==> config.mk <==
export PLATFORM = sky130hd
export DESIGN_NAME = seq_arith_shifter_flat
export DESIGN_NICKNAME = d
export VERILOG_FILES = /design/src/rtl/seq_arith_shifter_if.sv /design/src/rtl/seq_arith_shifter.sv /design/src/flat_wrapper.sv
export SDC_FILE = /design/constraint.sdc
export NUM_CORES = 1
export LEC_CHECK = 0
export ABC_AREA = 1
export CAP_MARGIN = 20
export CORE_AREA = 2 2 73 126
export DETAILED_ROUTE_END_ITERATION = 7
export DIE_AREA = 0 0 75 128
export HOLD_SLACK_MARGIN = 0.12
export PLACE_DENSITY = 0.65
export RECOVER_POWER = 25
export REMOVE_ABC_BUFFERS = 1
export SETUP_SLACK_MARGIN = 0.5
export SYNTH_ARGS = -nofsm -noshare
export SYNTH_HDL_FRONTEND = slang
export SYNTH_SLANG_ARGS = --single-unit
==> constraint.sdc <==
create_clock -name clk -period 1.95 [get_ports clk]
set_clock_uncertainty 0.05 [all_clocks]
set_input_delay 0.39 -clock clk [delete_from_list [all_inputs] [get_ports clk]]
set_output_delay 0.39 -clock clk [all_outputs]
set_load 0.005 [all_outputs]
### Routed clock nets over the placement, run 1

The bar under the picture is 20 um long.
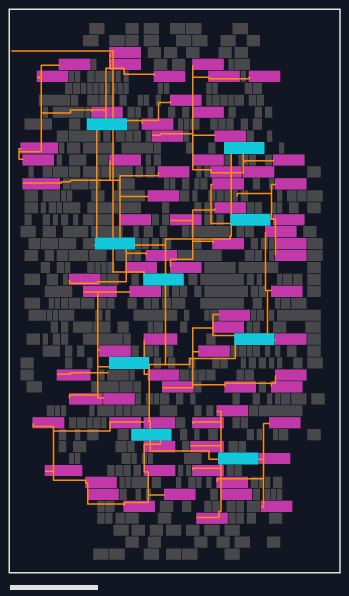
cyan -> clock drivers  # count 9
orange -> clock wires  # length 956 um
magenta -> flip-flops  # count 75
flops lie = spread over the die
clock group share of total power: 27.4%
power dissipated in the clock network: 1490 uW
clock latency of the later-clocked register in the worst-skew pair: 0.33 ns

### M4 wires, run 1

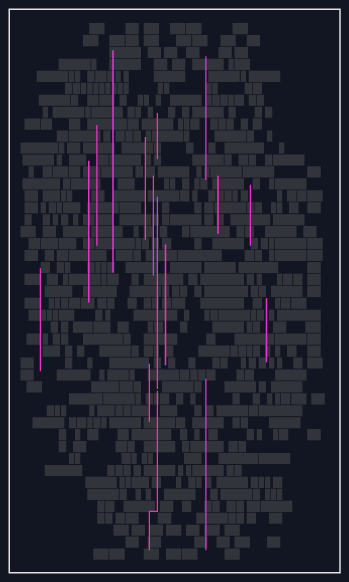
wire length on this layer = 417 um
share of all routed wire = 4.0%
Final Routed Wirelength: 10.46 mm
number of vias after detailed routing: 3488

### Cell classes on the final placement, run 1

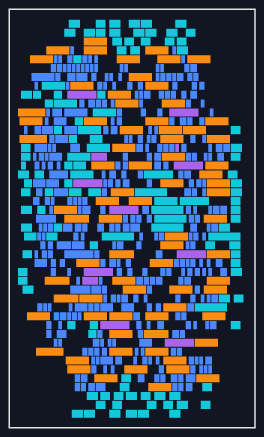
purple -> clock drivers and dummy loads  # cells 12, share of their area 5.1%
cyan -> other buffers and delay cells  # cells 116, share of their area 26%
blue -> combinational and other logic  # cells 353, share of their area 38%
orange -> flops  # cells 75, share of their area 30%
final standard cell utilization of the core: 59.64%
Site Rows: 45
area of the core region: 8615 um^2
proportion of cell area occupied by registers: 29.57%
design area: 5137 um^2

==> results.json <==
{
  "run_status": "finished clean",
  "power_frac_comb_pct": 35.9,
  "floorplanUtilization_pct": 38.77,
  "synth_seq_share_pct": 44.96,
  "holdPathStages": 2,
  "global_route.overflow_total": 0,
  "switch_share_pct": 32.65,
  "fin_crit_ns": 1.467,
  "reg2reg_slack_ns": 0.48,
  "chip_area_um2": 9600,
  "timing.critical_path.required_ns": 2.17,
  "maximum_number_of_pins_on_one_net_before_global_route_repair": 69,
  "post-route-drc-count": 0,
  "worst_slew_margin_rel_pct": 78.61,
  "cells_on_worst_reg2reg_path": 10,
  "drt_iter0_markers": 209,
  "net_sw_power_uw": 1770,
  "most_frequent_logic_cell_in_the_layout": "dfxtp_1",
  "cts_tree": "yes",
  "grt_setup_unrepaired": "yes",
  "fraction_of_final_layout_cells_sized_beyond_drive_strength_1_pct": 20.50,
  "seq_power_share_pct": 36.7,
  "hold_violations": 0,
  "grt_antenna_before_repair": 0,
  "worst_path_largest_cell_delay_ns": 0.33,
  "syn2layout_area_growth_pct": 53.84,
  "clock_sink_count": 75,
  "fp.dieH_um": 128,
  "drtPass1Iterations": 4,
  "wire_length_of_the_first_global_routing_pass_mm": 15.75,
  "slowest_stage": "dfxtp_2",
  "vdd_drop_max_uv": 559.8,
  "final_nets": 600,
  "worst-setup-path-type": "reg2reg",
  "setup.worst_path.end_class": "register",
  "ys_async_sr_fraction_pct": 0,
  "ys_types": 29,
  "cells_along_the_critical_path": "inv_2 -> ha_4 -> nand3_4 -> nand2_4 -> nand2_4 -> nor2_8 -> buf_12 -> buf_16 -> nor2_2 -> nor2_1",
  "global_route.usage.total_pct": 21.96,
  "synthCells": 459,
  "final_cell_mix": "dfxtp_1 (67), nor2_1 (55), nand2_1 (54)",
  "worstPathArrival_ns": 1.69,
  "power_leakage_uw": 0.002186,
  "gp_routability_congestion": 0.8073,
  "final_antenna_net_count": 0,
  "number_of_pins_with_negative_max_slew_slack_in_the_final_report": 0,
  "h-tree-depth": 3,
  "finalClockPeriodUsage_pct": 75.24,
  "antennaDiodeCount": 0,
  "cts_made_buffers": 9,
  "ys.warnings.count": 0,
  "largest_reg_flops": 32,
  "detailed_place.area_um2": 4272,
  "post_synth.cell_area_avg_um2": 7.275,
  "hp-class": "reg2reg",
  "start_kind": "register",
  "yosys_register_bits": 75,
  "routed_wire_length_per_instance_um": 15.55,
  "crit_fanout": 6,
  "maxClockFrequency_ghz": 0.6816,
  "detail_route.vias_per_cell": 5.183,
  "first_global_vias": 3287,
  "detailed_place_hpwl_mm": 5.728,
  "setup-tns-final_ns": 0,
  "warning_count": 28,
  "cpMostUsedCell": "nand2_4",
  "commonest_flop": "dfxtp_1",
  "synth-edff-count": 0,
  "setup_viol_count_final": 0
}
==> run 1: power groups by stage <==
stage,Clock [uW],Combinational (uW),Sequential [uW]
CTS,1510,1750,1970
global route,1560,2130,2020
floorplan,0,803,1960
finish,1490,1950,1990
global placement,0,1460,1980
detailed placement,0,1470,1980
==> run 1: cell families after synthesis <==
family	share of synthesized area, %
compound gates	17.31
buf+inv	6.894
flops	44.96
simple gates	29.82
fa+ha+maj	0.7492
xor+xnor	0.2623
==> run 1: through the flow <==
step / power, uW / setup slack (ns) / std cells / util, % / hold slack (ns)
floorplan: 2759 / -0.3508 / 428 / - / 0.4024
finish: 5421 / 0.4828 / 673 / 59.64 / 0.4224
global route: 5706 / 0.4017 / 673 / 59.64 / 0.4485
CTS: 5227 / 0.4164 / 665 / 57.23 / 0.4212
detailed placement: 3456 / -0.03951 / 635 / 49.59 / 0.4224
global placement: 3439 / -0.003953 / 635 / 49.59 / 0.4126
==> run 1: area by class of cell <==
type	instances	area (um^2)
fillers	799	3477
well taps	117	146.4
multi-input cells	338	1846
flip-flops and latches	75	1519
repair buffers	116	1301
clock buffers	12	256.5
inverters	15	68.82
==> run 1: repair_timing <==
item,4_1_cts,5_1_grt
gates resized,94,52
hold endpoints to repair,0,0
pin swaps,16,30
cloned,7,2
buffers inserted,11,6
endpoints found under the setup margin,73,43
==> run 1: synth_stat cells (2+ instances only) <==
cell type | count | area (um^2)
nand2_2 | 3 | 18.77
buf_4 | 6 | 45.04
inv_2 | 4 | 15.01
inv_1 | 11 | 41.29
clkbuf_1 | 10 | 37.54
a21oi_1 | 40 | 200.2
ha_1 | 2 | 25.02
o21ai_1 | 19 | 95.09
buf_1 | 2 | 7.510
or2_0 | 21 | 131.4
or2_1 | 8 | 50.05
o21ai_0 | 51 | 255.2
buf_6 | 3 | 33.78
dfxtp_1 | 75 | 1501
nor2_1 | 81 | 304.0
nand3_1 | 44 | 220.2
nand2_1 | 58 | 217.7
buf_2 | 10 | 50.05
==> run 1: worst max-delay path, delay by kind of cell (launching register included) <==
family	cells	cell delay [ns]
adder cells (fa/ha/maj)	1	0.14
buffers and inverters	3	0.35
flip-flops	1	0.33
AND/OR/NAND/NOR	6	0.53
==> run 1: layer usage <==
layer	part of all wire (%)	routed length [um]	vias up	track usage (%)
met5	0	0	-	0
met4	4.0	417	0	11.87
met3	5.1	529	33	4.403
met2	55	5748	106	38.85
met1	36	3768	1636	23.40
li1	-	-	1713	-
No activity file was given, so power comes from the tool's default toggle rates.
